[src/rtl/div_sequencer_pkg.sv]
//------------------------------------------------------------------------------
// Module      : div_sequencer_pkg
// Description : Shared types and constants for the divider sequencer.
// Revision    : 1.0 - initial release
//------------------------------------------------------------------------------
`default_nettype none

package div_sequencer_pkg;

    typedef logic [31:0] regval_t;

    typedef enum logic [1:0] {
        IDLE = 2'd0,
        WAIT = 2'd1,
        DONE = 2'd2
    } div_state_t;

    localparam regval_t DIV_MIN_INT  = 32'h8000_0000;
    localparam regval_t DIV_ALL_ONES = 32'hFFFF_FFFF;

    // INT_MIN / -1 is the one signed quotient that does not fit in 32 bits.
    function automatic logic is_signed_overflow(input logic is_signed,
                                                input regval_t numer,
                                                input regval_t denom);
        return is_signed && (numer == DIV_MIN_INT) && (denom == DIV_ALL_ONES);
    endfunction

endpackage

`default_nettype wire

[src/rtl/div_result_cache.sv]
//------------------------------------------------------------------------------
// Module      : div_result_cache
// Description : Single-entry cache of the last completed divide, keyed on
//               {is_signed, numer, denom}. Used under DIV_RESULT_CACHE_EN.
// Revision    : 1.0 - initial release
//------------------------------------------------------------------------------
`default_nettype none

module div_result_cache
    import div_sequencer_pkg::*;
(
    input  logic        clock,
    input  logic        reset_n,
    input  logic        fill_en,
    input  logic        fill_is_signed,
    input  logic [31:0] fill_numer,
    input  logic [31:0] fill_denom,
    input  logic [31:0] fill_quotient,
    input  logic [31:0] fill_remainder,
    input  logic        lookup_is_signed,
    input  logic [31:0] lookup_numer,
    input  logic [31:0] lookup_denom,
    output logic        hit,
    output logic [31:0] hit_quotient,
    output logic [31:0] hit_remainder
);

    logic    r_valid;
    logic    r_is_signed;
    regval_t r_numer;
    regval_t r_denom;
    regval_t r_quotient;
    regval_t r_remainder;

    always_ff @(posedge clock or negedge reset_n) begin
        if (!reset_n) begin
            r_valid     <= 1'b0;
            r_is_signed <= 1'b0;
            r_numer     <= '0;
            r_denom     <= '0;
            r_quotient  <= '0;
            r_remainder <= '0;
        end else if (fill_en) begin
            r_valid     <= 1'b1;
            r_is_signed <= fill_is_signed;
            r_numer     <= fill_numer;
            r_denom     <= fill_denom;
            r_quotient  <= fill_quotient;
            r_remainder <= fill_remainder;
        end
    end

    assign hit = r_valid
              && (r_is_signed == lookup_is_signed)
              && (r_numer == lookup_numer)
              && (r_denom == lookup_denom);
    assign hit_quotient  = r_quotient;
    assign hit_remainder = r_remainder;

endmodule

`default_nettype wire

[src/rtl/div_sequencer.sv]
//------------------------------------------------------------------------------
// Module      : div_sequencer
// Description : Ready/valid sequencer for the shared pipelined div/udiv units.
//               Optional result cache enabled by macro DIV_RESULT_CACHE_EN.
// Revision    : 1.0 - initial release
//------------------------------------------------------------------------------
`default_nettype none

module div_sequencer
    import div_sequencer_pkg::*;
#(
    parameter int LATENCY = 3
) (
    input  logic        clock,
    input  logic        reset_n,
    input  logic        flush,
    input  logic        req_valid,
    input  logic        req_is_signed,
    input  logic [31:0] req_numer,
    input  logic [31:0] req_denom,
    output logic        req_ready,
    output logic [31:0] div_numer,
    output logic [31:0] div_denom,
    input  logic [31:0] div_quotient,
    input  logic [31:0] div_remain,
    input  logic [31:0] udiv_quotient,
    input  logic [31:0] udiv_remain,
    input  logic        out_hold,
    output logic        result_valid,
    output logic [31:0] quotient,
    output logic [31:0] remainder,
    output logic        has_overflow
);

    localparam int              CNT_W      = $clog2(LATENCY + 1);
    localparam logic [CNT_W-1:0] c_cnt_load = CNT_W'(LATENCY - 1);

    div_state_t       r_state;
    div_state_t       w_state_nxt;
    logic [CNT_W-1:0] r_count;
    logic             r_is_signed;
    regval_t          r_numer;
    regval_t          r_denom;
    regval_t          r_quotient;
    regval_t          r_remainder;
    logic             r_valid;
    logic             r_overflow;

    logic             w_accept;
    logic             w_div_zero;
    logic             w_sgn_ovf;
    logic             w_cache_hit;
    logic             w_short;
    logic             w_wait_done;
    regval_t          w_cap_quotient;
    regval_t          w_cap_remainder;
    regval_t          w_cache_quotient;
    regval_t          w_cache_remainder;

    assign w_accept    = req_valid && req_ready;
    assign w_div_zero  = (req_denom == '0);
    assign w_sgn_ovf   = is_signed_overflow(req_is_signed, req_numer, req_denom);
    assign w_short     = w_div_zero || w_sgn_ovf || w_cache_hit;
    assign w_wait_done = (r_state == WAIT) && (r_count == '0);

    assign w_cap_quotient  = r_is_signed ? div_quotient : udiv_quotient;
    assign w_cap_remainder = r_is_signed ? div_remain   : udiv_remain;

`ifdef DIV_RESULT_CACHE_EN
    div_result_cache u_cache (
        .clock            (clock),
        .reset_n          (reset_n),
        .fill_en          (w_wait_done && !flush),
        .fill_is_signed   (r_is_signed),
        .fill_numer       (r_numer),
        .fill_denom       (r_denom),
        .fill_quotient    (w_cap_quotient),
        .fill_remainder   (w_cap_remainder),
        .lookup_is_signed (req_is_signed),
        .lookup_numer     (req_numer),
        .lookup_denom     (req_denom),
        .hit              (w_cache_hit),
        .hit_quotient     (w_cache_quotient),
        .hit_remainder    (w_cache_remainder)
    );
`else
    assign w_cache_hit       = 1'b0;
    assign w_cache_quotient  = '0;
    assign w_cache_remainder = '0;
`endif

    always_ff @(posedge clock or negedge reset_n) begin
        if (!reset_n) begin
            r_state <= IDLE;
        end else begin
            r_state <= w_state_nxt;
        end
    end

    // Flush overrides everything, including a same-cycle request.
    always_comb begin
        w_state_nxt = r_state;
        req_ready   = 1'b0;
        if (flush) begin
            w_state_nxt = IDLE;
        end else begin
            case (r_state)
                IDLE: begin
                    req_ready = 1'b1;
                    if (req_valid) begin
                        w_state_nxt = w_short ? DONE : WAIT;
                    end
                end
                WAIT: begin
                    if (r_count == '0) begin
                        w_state_nxt = DONE;
                    end
                end
                DONE: begin
                    req_ready = !out_hold;
                    if (!out_hold) begin
                        if (req_valid) begin
                            w_state_nxt = w_short ? DONE : WAIT;
                        end else begin
                            w_state_nxt = IDLE;
                        end
                    end
                end
                default: begin
                    w_state_nxt = IDLE;
                end
            endcase
        end
    end

    always_ff @(posedge clock or negedge reset_n) begin
        if (!reset_n) begin
            r_count     <= '0;
            r_is_signed <= 1'b0;
            r_numer     <= '0;
            r_denom     <= '0;
            r_quotient  <= '0;
            r_remainder <= '0;
            r_valid     <= 1'b0;
            r_overflow  <= 1'b0;
        end else if (flush) begin
            r_valid <= 1'b0;
        end else if (w_accept) begin
            r_numer     <= req_numer;
            r_denom     <= req_denom;
            r_is_signed <= req_is_signed;
            r_count     <= c_cnt_load;
            if (w_div_zero) begin
                r_quotient  <= DIV_ALL_ONES;
                r_remainder <= req_numer;
                r_overflow  <= 1'b1;
                r_valid     <= 1'b1;
            end else if (w_sgn_ovf) begin
                r_quotient  <= DIV_MIN_INT;
                r_remainder <= '0;
                r_overflow  <= 1'b0;
                r_valid     <= 1'b1;
            end else if (w_cache_hit) begin
                r_quotient  <= w_cache_quotient;
                r_remainder <= w_cache_remainder;
                r_overflow  <= 1'b0;
                r_valid     <= 1'b1;
            end else begin
                r_overflow  <= 1'b0;
                r_valid     <= 1'b0;
            end
        end else if (w_wait_done) begin
            r_quotient  <= w_cap_quotient;
            r_remainder <= w_cap_remainder;
            r_overflow  <= 1'b0;
            r_valid     <= 1'b1;
        end else if (r_state == WAIT) begin
            r_count <= r_count - CNT_W'(1);
        end else if ((r_state == DONE) && !out_hold) begin
            r_valid <= 1'b0;
        end
    end

    assign div_numer    = r_numer;
    assign div_denom    = r_denom;
    assign result_valid = r_valid;
    assign quotient     = r_quotient;
    assign remainder    = r_remainder;
    assign has_overflow = r_overflow;

endmodule

`default_nettype wire
[config.mk]
export PLATFORM = sky130hd
export DESIGN_NAME = div_sequencer
export DESIGN_NICKNAME = d
export VERILOG_FILES = /design/src/rtl/div_sequencer_pkg.sv /design/src/rtl/div_result_cache.sv /design/src/rtl/div_sequencer.sv
export SDC_FILE = /design/constraint.sdc
export NUM_CORES = 1
export LEC_CHECK = 0
export ABC_AREA = 1
export CELL_PAD_IN_SITES_DETAIL_PLACEMENT = 1
export CELL_PAD_IN_SITES_GLOBAL_PLACEMENT = 2
export CORE_MARGIN = 2
export CORE_UTILIZATION = 22
export CTS_CLUSTER_SIZE = 14
export DETAILED_ROUTE_END_ITERATION = 8
export GPL_TIMING_DRIVEN = 0
export PLACE_DENSITY_LB_ADDON = 0.1
export SLEW_MARGIN = 20
export SYNTH_ARGS = -nofsm -noshare
export SYNTH_HDL_FRONTEND = slang
export SYNTH_HIERARCHICAL = 1
export SYNTH_SLANG_ARGS = --single-unit
[constraint.sdc]
create_clock -name clock -period 1.7 [get_ports clock]
set_input_delay 0.17 -clock clock [delete_from_list [all_inputs] [get_ports clock]]
set_output_delay 0.17 -clock clock [all_outputs]
set_load 0.005 [all_outputs]
Routing congestion:
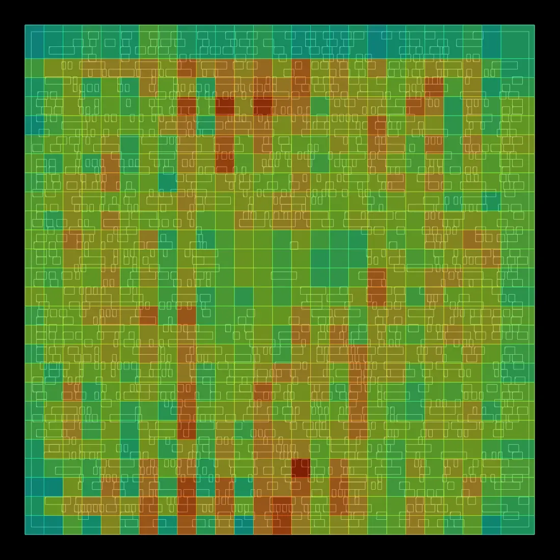
final core utilization: 0.372
highest-utilization routing layer at the global route stage: met2
global routing usage on met2: 0.299
gr usage total: 0.180

Wire density map:
Scale: 2 px per um. 37 x 37 tiles, from white (low) to dark blue (high), scaled to the fullest tile. Values are wire area over tile area, all layers added.
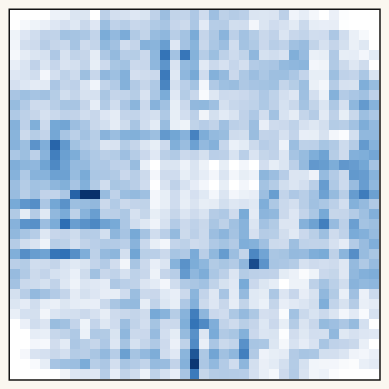
mean over tiles = 0.15
fullest tile = 0.52
densest ninth of the die = west
DR WL/cell: 17.4 um
wire length after detailed routing: 30.9 mm

Nets reached from selected ports:
Scale: 2 px per um.
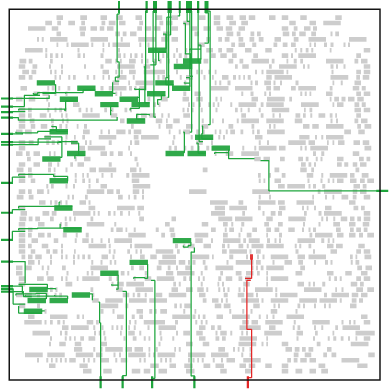
div_numer -> green  # bits 32, direction output, end cells 32, buffers 32, wire 1620 um
req_ready -> red  # bits 1, direction output, end cells 1, buffers 1, wire 68.2 um
I/O pin count: 329
count of buffers from port buffering: 328

==> results.txt <==
Physical implementation.

- The run finished with clean final reports.
- The total overflow reported by the global router is 0.
- Summed over all nets, wire length on met3 after detailed routing comes to 2.37 mm.
- Per STA, the worst path is made up of inv_1 > ha_4 > nand3_4 > a21oi_4 > nand2_4 > buf_12 > buf_6 > nand2_1 > nand2_1.
- The setup TNS is 0 ns.
- The count of maximum capacitance violations is 0.
- Of the total power, registers draw 0.330.
- The maximum count of clock buffers along a single path is 2.
- For this run, global-route usage on met3 was measured as 0.0571.
- The gate family responsible for the most delay along the worst path is buffers and inverters.
- For the worst setup path, the data arrival time is 1.93 ns.
- The number of buffers outside the clock class in the layout is 405.
- Per STA, the highest per-stage delay on the worst path measures between 0.3 and 0.4 ns.
- For the final database, setup skew stands at about 0.010 ns.
- Post-synthesis, Yosys gives the total cell area as 7180 um2.
- Looking at the clock tree report, the H-tree level count equals 4.
- The clock sink total is 135.
- The number of placed instances, taps included is 1735.
- The area fraction in compound gates after synthesis is 0.104.
- In this run the remaining antenna-violating nets after routing total 0.
- For this run, the detailed router's first-pass iteration total came to 4.
- The internal power of the cells totals approximately 11000 uW.
- The highest-count logic cell in the final layout is sky130_fd_sc_hd__nand2_1.
- The global-route wire length before repair is 46.2 mm.
- Power attributed to the clock group is 3880 uW.
- The uppermost metal layer occupied by signal nets is met5.
- The area occupied by multi-input gates is 3320 um2.
- The die is roughly 180 um tall.
==> cells by family after synthesis <==
logic type / after synthesis
adder cells (fa/ha/maj): 1
AND-OR/OR-AND: 117
AND/OR/NAND/NOR: 583
flip-flops: 135
buffers and inverters: 128
==> synthesized netlist by cell type <==
cell type / count / share of area
sky130_fd_sc_hd__nand2_1: 362 / 0.19
sky130_fd_sc_hd__dfrtp_1: 135 / 0.47
sky130_fd_sc_hd__nor2_1: 76 / 0.040
sky130_fd_sc_hd__nand3_1: 73 / 0.051
sky130_fd_sc_hd__o211ai_1: 64 / 0.067
sky130_fd_sc_hd__inv_1: 61 / 0.032
sky130_fd_sc_hd__o21ai_0: 50 / 0.035
sky130_fd_sc_hd__or2_2: 39 / 0.034
sky130_fd_sc_hd__buf_2: 27 / 0.019
sky130_fd_sc_hd__or2_1: 24 / 0.021
sky130_fd_sc_hd__clkbuf_1: 23 / 0.012
sky130_fd_sc_hd__buf_4: 9 / 0.0094
sky130_fd_sc_hd__buf_6: 4 / 0.0063
sky130_fd_sc_hd__nand4_1: 4 / 0.0035
sky130_fd_sc_hd__buf_1: 3 / 0.0016
sky130_fd_sc_hd__a21oi_1: 2 / 0.0014
sky130_fd_sc_hd__nor3_1: 2 / 0.0014
sky130_fd_sc_hd__ha_1: 1 / 0.0017
sky130_fd_sc_hd__inv_2: 1 / 0.00052
sky130_fd_sc_hd__nand2_2: 1 / 0.00087
sky130_fd_sc_hd__nand3b_1: 1 / 0.0010
sky130_fd_sc_hd__nor2_4: 1 / 0.0016
sky130_fd_sc_hd__o31ai_1: 1 / 0.0010
==> registers in the layout, summed over array words and instances, names as in the netlist <==
register,count
div_numer,32
r_state,2
remainder,32
quotient,32
r_count,2
result_valid,1
div_denom,32
r_is_signed,1
has_overflow,1
Power figures rest on the tool's default switching activity, not on a simulated workload.
